File: config.mk
export PLATFORM = sky130hd
export DESIGN_NAME = bullet_pool
export DESIGN_NICKNAME = d
export VERILOG_FILES = /design/src/rtl/tank_game_pkg.sv /design/src/rtl/bullet_slot.sv /design/src/rtl/bullet_pool.sv
export SDC_FILE = /design/constraint.sdc
export NUM_CORES = 1
export LEC_CHECK = 0
export ABC_AREA = 1
export CAP_MARGIN = 20
export CELL_PAD_IN_SITES_DETAIL_PLACEMENT = 0
export CELL_PAD_IN_SITES_GLOBAL_PLACEMENT = 1
export CORE_MARGIN = 4
export CORE_UTILIZATION = 35
export DETAILED_ROUTE_END_ITERATION = 7
export GPL_TIMING_DRIVEN = 0
export PLACE_DENSITY = 0.79
export SYNTH_ARGS = -nofsm -noshare
export SYNTH_HDL_FRONTEND = slang
export SYNTH_SLANG_ARGS = --single-unit
File: constraint.sdc
create_clock -name clk -period 4.87 [get_ports clk]
set_clock_uncertainty 0.15 [all_clocks]
set_input_delay 0.487 -clock clk [delete_from_list [all_inputs] [get_ports clk]]
set_output_delay 0.487 -clock clk [all_outputs]
set_load 0.01 [all_outputs]
File: src/rtl/tank_game_pkg.sv
// Shared types and constants for the tank game bullet engine.
package tank_game_pkg;

    typedef enum logic [1:0] {
        DIR_UP    = 2'b00,
        DIR_DOWN  = 2'b01,
        DIR_LEFT  = 2'b10,
        DIR_RIGHT = 2'b11
    } dir_e;

    typedef enum logic {
        ST_IDLE = 1'b0,
        ST_SCAN = 1'b1
    } pool_state_e;

    localparam int TILE_W         = 32;
    localparam int GRID_MAX_X_DEF = 640 / TILE_W - 1;
    localparam int GRID_MAX_Y_DEF = 480 / TILE_W - 1;

    function automatic int clog2_min1(input int n);
        return (n > 1) ? $clog2(n) : 1;
    endfunction

endpackage

File: src/rtl/bullet_slot.sv
// One bullet slot: position/direction/owner registers, edge-retire check and one-tile step.
module bullet_slot
    import tank_game_pkg::*;
#(
    parameter int POS_W      = 5,
    parameter int TGT_W      = 3,
    parameter int GRID_MAX_X = GRID_MAX_X_DEF,
    parameter int GRID_MAX_Y = GRID_MAX_Y_DEF
) (
    input  logic             clk,
    input  logic             rst,
    input  logic             load_i,
    input  logic             kill_i,
    input  logic             step_i,
    input  logic [POS_W-1:0] x_i,
    input  logic [POS_W-1:0] y_i,
    input  logic [1:0]       dir_i,
    input  logic [TGT_W-1:0] owner_i,
    output logic             active_o,
    output logic [POS_W-1:0] x_o,
    output logic [POS_W-1:0] y_o,
    output logic [1:0]       dir_o,
    output logic [TGT_W-1:0] owner_o
);

    localparam logic [POS_W-1:0] MAX_X = POS_W'(GRID_MAX_X);
    localparam logic [POS_W-1:0] MAX_Y = POS_W'(GRID_MAX_Y);

    logic             active_q, active_d;
    logic [POS_W-1:0] x_q, x_d, y_q, y_d;
    logic [1:0]       dir_q, dir_d;
    logic [TGT_W-1:0] owner_q, owner_d;
    logic             at_edge;
    logic             off_grid;

    // A bullet spawned off-grid retires on its first step, whatever its direction.
    always_comb begin
        off_grid = (x_q > MAX_X) || (y_q > MAX_Y);
        case (dir_q)
            DIR_UP:    at_edge = (y_q == {POS_W{1'b0}});
            DIR_DOWN:  at_edge = (y_q == MAX_Y);
            DIR_LEFT:  at_edge = (x_q == {POS_W{1'b0}});
            DIR_RIGHT: at_edge = (x_q == MAX_X);
            default:   at_edge = 1'b0;
        endcase
    end

    always_comb begin
        active_d = active_q;
        x_d      = x_q;
        y_d      = y_q;
        dir_d    = dir_q;
        owner_d  = owner_q;
        if (load_i) begin
            active_d = 1'b1;
            x_d      = x_i;
            y_d      = y_i;
            dir_d    = dir_i;
            owner_d  = owner_i;
        end else if (kill_i) begin
            active_d = 1'b0;
        end else if (step_i && active_q) begin
            if (at_edge || off_grid) begin
                active_d = 1'b0;
            end else begin
                case (dir_q)
                    DIR_UP:    y_d = y_q - POS_W'(1);
                    DIR_DOWN:  y_d = y_q + POS_W'(1);
                    DIR_LEFT:  x_d = x_q - POS_W'(1);
                    DIR_RIGHT: x_d = x_q + POS_W'(1);
                    default:   x_d = x_q;
                endcase
            end
        end else begin
            active_d = active_q;
        end
    end

    always_ff @(posedge clk) begin
        if (rst) begin
            active_q <= 1'b0;
            x_q      <= {POS_W{1'b0}};
            y_q      <= {POS_W{1'b0}};
            dir_q    <= 2'b00;
            owner_q  <= {TGT_W{1'b0}};
        end else begin
            active_q <= active_d;
            x_q      <= x_d;
            y_q      <= y_d;
            dir_q    <= dir_d;
            owner_q  <= owner_d;
        end
    end

    assign active_o = active_q;
    assign x_o      = x_q;
    assign y_o      = y_q;
    assign dir_o    = dir_q;
    assign owner_o  = owner_q;

endmodule

File: src/rtl/bullet_pool.sv
// Multi-bullet engine: slot allocation with cooldown, per-tick movement and a
// one-slot-per-cycle collision scan reporting bullet/tank hits.
module bullet_pool
    import tank_game_pkg::*;
#(
    parameter int NUM_BUL    = 4,
    parameter int NUM_TGT    = 5,
    parameter int POS_W      = 5,
    parameter int GRID_MAX_X = GRID_MAX_X_DEF,
    parameter int GRID_MAX_Y = GRID_MAX_Y_DEF,
    parameter int COOLDOWN   = 2,
    parameter int BUL_CANCEL = 1,
    localparam int TGT_W     = clog2_min1(NUM_TGT),
    localparam int BUL_W     = clog2_min1(NUM_BUL)
) (
    input  logic                     clk,
    input  logic                     rst,
    input  logic                     move_tick,
    input  logic                     fire_req,
    input  logic [1:0]               fire_dir,
    input  logic [POS_W-1:0]         fire_x,
    input  logic [POS_W-1:0]         fire_y,
    input  logic [TGT_W-1:0]         fire_owner,
    output logic                     fire_ack,
    output logic                     fire_drop,
    input  logic [NUM_TGT*POS_W-1:0] tgt_x,
    input  logic [NUM_TGT*POS_W-1:0] tgt_y,
    input  logic [NUM_TGT-1:0]       tgt_alive,
    output logic [NUM_BUL-1:0]       bul_active,
    output logic [NUM_BUL*POS_W-1:0] bul_x,
    output logic [NUM_BUL*POS_W-1:0] bul_y,
    output logic [NUM_BUL*2-1:0]     bul_dir,
    output logic                     hit_valid,
    output logic [BUL_W-1:0]         hit_bul,
    output logic [TGT_W-1:0]         hit_tgt,
    output logic                     scan_busy
);

    localparam int              CD_W    = clog2_min1(COOLDOWN + 1);
    localparam logic [CD_W-1:0] CD_LOAD = CD_W'(COOLDOWN);
    localparam logic [BUL_W-1:0] LAST_IDX = BUL_W'(NUM_BUL - 1);

    pool_state_e      state_q, state_d;
    logic [BUL_W-1:0] scan_idx_q, scan_idx_d;
    logic             pend_q, pend_d;
    logic [CD_W-1:0]  cd_q, cd_d;
    logic             fire_ack_q, fire_ack_d;
    logic             fire_drop_q, fire_drop_d;
    logic             hit_valid_q, hit_valid_d;
    logic [BUL_W-1:0] hit_bul_q, hit_bul_d;
    logic [TGT_W-1:0] hit_tgt_q, hit_tgt_d;

    logic               step;
    logic               free_found;
    logic [NUM_BUL-1:0] load;
    logic [NUM_BUL-1:0] kill;
    logic [NUM_BUL-1:0] clash;
    logic [NUM_TGT-1:0] match;
    logic [POS_W-1:0]   cur_x, cur_y;
    logic [TGT_W-1:0]   cur_own;

    logic [NUM_BUL-1:0] slot_act;
    logic [POS_W-1:0]   slot_x   [NUM_BUL];
    logic [POS_W-1:0]   slot_y   [NUM_BUL];
    logic [1:0]         slot_dir [NUM_BUL];
    logic [TGT_W-1:0]   slot_own [NUM_BUL];

    for (genvar g = 0; g < NUM_BUL; g++) begin : g_slot
        bullet_slot #(
            .POS_W      (POS_W),
            .TGT_W      (TGT_W),
            .GRID_MAX_X (GRID_MAX_X),
            .GRID_MAX_Y (GRID_MAX_Y)
        ) u_slot (
            .clk      (clk),
            .rst      (rst),
            .load_i   (load[g]),
            .kill_i   (kill[g]),
            .step_i   (step),
            .x_i      (fire_x),
            .y_i      (fire_y),
            .dir_i    (fire_dir),
            .owner_i  (fire_owner),
            .active_o (slot_act[g]),
            .x_o      (slot_x[g]),
            .y_o      (slot_y[g]),
            .dir_o    (slot_dir[g]),
            .owner_o  (slot_own[g])
        );
        assign bul_x[g*POS_W +: POS_W] = slot_x[g];
        assign bul_y[g*POS_W +: POS_W] = slot_y[g];
        assign bul_dir[g*2 +: 2]       = slot_dir[g];
    end

    always_ff @(posedge clk) begin
        if (rst) begin
            state_q    <= ST_IDLE;
            scan_idx_q <= {BUL_W{1'b0}};
            pend_q     <= 1'b0;
        end else begin
            state_q    <= state_d;
            scan_idx_q <= scan_idx_d;
            pend_q     <= pend_d;
        end
    end

    // A tick that lands during a scan is remembered once and replayed right after.
    always_comb begin
        state_d    = state_q;
        scan_idx_d = scan_idx_q;
        pend_d     = pend_q;
        step       = 1'b0;
        case (state_q)
            ST_IDLE: begin
                if (move_tick || pend_q) begin
                    step       = 1'b1;
                    pend_d     = 1'b0;
                    state_d    = ST_SCAN;
                    scan_idx_d = {BUL_W{1'b0}};
                end else begin
                    state_d = ST_IDLE;
                end
            end
            ST_SCAN: begin
                pend_d = pend_q | move_tick;
                if (scan_idx_q == LAST_IDX) begin
                    state_d    = ST_IDLE;
                    scan_idx_d = {BUL_W{1'b0}};
                end else begin
                    scan_idx_d = scan_idx_q + BUL_W'(1);
                end
            end
            default: begin
                state_d    = ST_IDLE;
                scan_idx_d = {BUL_W{1'b0}};
                pend_d     = 1'b0;
            end
        endcase
    end

    assign scan_busy = (state_q == ST_SCAN);

    // Allocation looks at registered activity, so a slot freed this cycle is reusable next cycle.
    always_comb begin
        load        = {NUM_BUL{1'b0}};
        free_found  = 1'b0;
        fire_ack_d  = 1'b0;
        fire_drop_d = 1'b0;
        cd_d        = (step && (cd_q != {CD_W{1'b0}})) ? cd_q - CD_W'(1) : cd_q;
        if (fire_req && (cd_q == {CD_W{1'b0}})) begin
            for (int i = 0; i < NUM_BUL; i++) begin
                load[i]    = !slot_act[i] && !free_found;
                free_found = free_found | !slot_act[i];
            end
            if (free_found) begin
                fire_ack_d = 1'b1;
                cd_d       = CD_LOAD;
            end else begin
                fire_drop_d = 1'b1;
            end
        end else begin
            free_found = 1'b0;
        end
    end

    always_comb begin
        kill        = {NUM_BUL{1'b0}};
        hit_valid_d = 1'b0;
        hit_bul_d   = {BUL_W{1'b0}};
        hit_tgt_d   = {TGT_W{1'b0}};
        cur_x       = slot_x[scan_idx_q];
        cur_y       = slot_y[scan_idx_q];
        cur_own     = slot_own[scan_idx_q];
        for (int t = 0; t < NUM_TGT; t++) begin
            match[t] = tgt_alive[t] && (TGT_W'(t) != cur_own)
                       && (tgt_x[t*POS_W +: POS_W] == cur_x)
                       && (tgt_y[t*POS_W +: POS_W] == cur_y);
        end
        for (int t = NUM_TGT - 1; t >= 0; t--) begin
            hit_tgt_d = match[t] ? TGT_W'(t) : hit_tgt_d;
        end
        for (int j = 0; j < NUM_BUL; j++) begin
            clash[j] = (BUL_CANCEL != 0) && (j != int'(scan_idx_q)) && slot_act[j]
                       && (slot_x[j] == cur_x) && (slot_y[j] == cur_y);
        end
        if (scan_busy && slot_act[scan_idx_q]) begin
            if (|match) begin
                kill[scan_idx_q] = 1'b1;
                hit_valid_d      = 1'b1;
                hit_bul_d        = scan_idx_q;
            end else if (|clash) begin
                kill             = clash;
                kill[scan_idx_q] = 1'b1;
            end else begin
                kill = {NUM_BUL{1'b0}};
            end
        end else begin
            kill = {NUM_BUL{1'b0}};
        end
    end

    always_ff @(posedge clk) begin
        if (rst) begin
            cd_q        <= {CD_W{1'b0}};
            fire_ack_q  <= 1'b0;
            fire_drop_q <= 1'b0;
            hit_valid_q <= 1'b0;
            hit_bul_q   <= {BUL_W{1'b0}};
            hit_tgt_q   <= {TGT_W{1'b0}};
        end else begin
            cd_q        <= cd_d;
            fire_ack_q  <= fire_ack_d;
            fire_drop_q <= fire_drop_d;
            hit_valid_q <= hit_valid_d;
            hit_bul_q   <= hit_bul_d;
            hit_tgt_q   <= hit_tgt_d;
        end
    end

    assign fire_ack   = fire_ack_q;
    assign fire_drop  = fire_drop_q;
    assign hit_valid  = hit_valid_q;
    assign hit_bul    = hit_bul_q;
    assign hit_tgt    = hit_tgt_q;
    assign bul_active = slot_act;

endmodule

==> flow_metrics.env <==
# flow metrics
export IMPL_status="finished, final reports clean"
export IMPL_cp_max_fo=11
export IMPL_syn_avg_cell_area_um2=6.212
export IMPL_cp_arrival_ns=3.40
export IMPL_gp_congestion=0.9368
export IMPL_cp_num_buf_inv=3
export IMPL_switching_share_pct=44.52
export IMPL_nonClockBufferCount=168
export IMPL_crit_reg2reg_launch="scan_idx_q[1]"
export IMPL_p_seq_mw=0.790
export IMPL_top_layer="met5"
export IMPL_dr_wl_met3_um=2704
export IMPL_synthCells=1155
export IMPL_seq_share_pct=17.09
export IMPL_synthTopCellsByArea="dfxtp_1, nand2_1, nor2_1, inv_1, nand3_1"
export IMPL_inv_count=124
export IMPL_met2WireLength_um=12700
export IMPL_worstSetupStartpoint="scan_idx_q[1]"
export IMPL_synthTopCellsByCount="nand2_1, nor2_1, inv_1"
export IMPL_rows=52
export IMPL_worstHoldEndpoint="g_slot[2].u_slot.owner_o[2]"
export IMPL_finalWorstSetupSlack_ns=1.517
export IMPL_p_seq_share_pct=27.8
export IMPL_pg_clk_mw=0.670
export IMPL_worst_path_stages=18
export IMPL_ys_ff=78
export IMPL_stdcell_count=1574
export IMPL_power_switching_mw=1.263
export IMPL_combPwrFrac_pct=48.5
export IMPL_dr_pass1_iters=5
export IMPL_grt_use_met1_pct=35.65
export IMPL_synth_area_mm2=0.007174
export IMPL_power_group_top="combinational logic"
export IMPL_flop_cell="dfxtp_1"
export IMPL_critPathTopFamily="simple AND/OR/NAND/NOR gates"
export IMPL_nClkBuffers=9
export IMPL_coreArea_mm2=0.02017
export IMPL_routed_wl_um=29970
export IMPL_dominant_cells="logic gates"
export IMPL_path_cells="inv_4 > buf_6 > nand3_4 > nand2_4 > nand2_1 > nand2_1 > nor2_1 > nand2_1 > nor2_1 > nand2_1 > nand3_4 > nor2_4 > inv_1 > nor2_1 > nor2_1 > o21ai_0 > nand2_1 > a21oi_1"
export IMPL_drive_gt1_share_pct=6.365
export IMPL_met1_length_um=13110
export IMPL_cts_buffers=9
export IMPL_clk_share_pct=3.191
export IMPL_slowest_delay_ns=0.67
export IMPL_holdPathStages=2
export IMPL_met3_usage_pct=4.997
export IMPL_postCtsSetupRepairBufs=0
export IMPL_dp_cells=1558
export IMPL_layout_top_cells="nand2_1, clkdlybuf4s50_1, nor2_1"
export IMPL_grt_overflow_total=0
export IMPL_log_warning_count=29
export IMPL_n_fill_cell=2191
export IMPL_synth_compound_area_share_pct=14.21
export IMPL_max_freq_mhz=298.3
export IMPL_vias_per_cell=5.272
export IMPL_finalInstanceArea_mm2=0.009135
export IMPL_slew_violations=0
export IMPL_path_class="reg -> reg"
export IMPL_cp_required_ns=4.92
export IMPL_p_int_mw=1.574
export IMPL_taps=270
export IMPL_ys_sh_xor_pct=3.418
export IMPL_first_iter_violations=759
export IMPL_mostFrequentLayoutCell="nand2_1"
export IMPL_synthDominantCellAreaShare_pct=21.76
export IMPL_grt_pass1_wl_um=45080
export IMPL_p_clk_share_pct=23.6
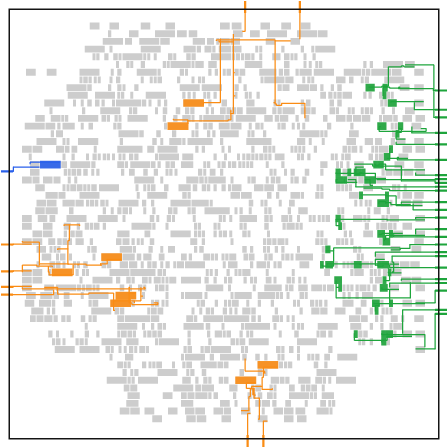
*Port wiring*
port	color	bits	direction	edge	end cells	buffers	wire
fire_drop	blue	1	output	left	1	1	22.7 um
bul_dir	orange	8	output	4 left, 2 top, 2 bottom	8	8	515 um
tgt_y	green	25	input	right	47	25	889 um
Boundary Pins: 135
Port-buffer cells: 133

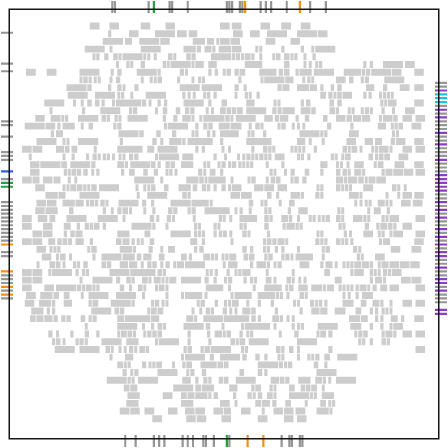
*Pin placement*
Pins as bars across the die edge, other pins in gray.
port	color	pins	direction	edge
fire_drop	blue	1	output	left
bul_active	green	4	output	2 left, 1 top, 1 bottom
hit_tgt	cyan	3	output	right
bul_dir	orange	8	output	4 left, 2 top, 2 bottom
tgt_y	purple	25	input	right
all pins by edge	60 right, 35 left, 20 top, 20 bottom
die height: 151.2 um
Die Width: 151.2 um

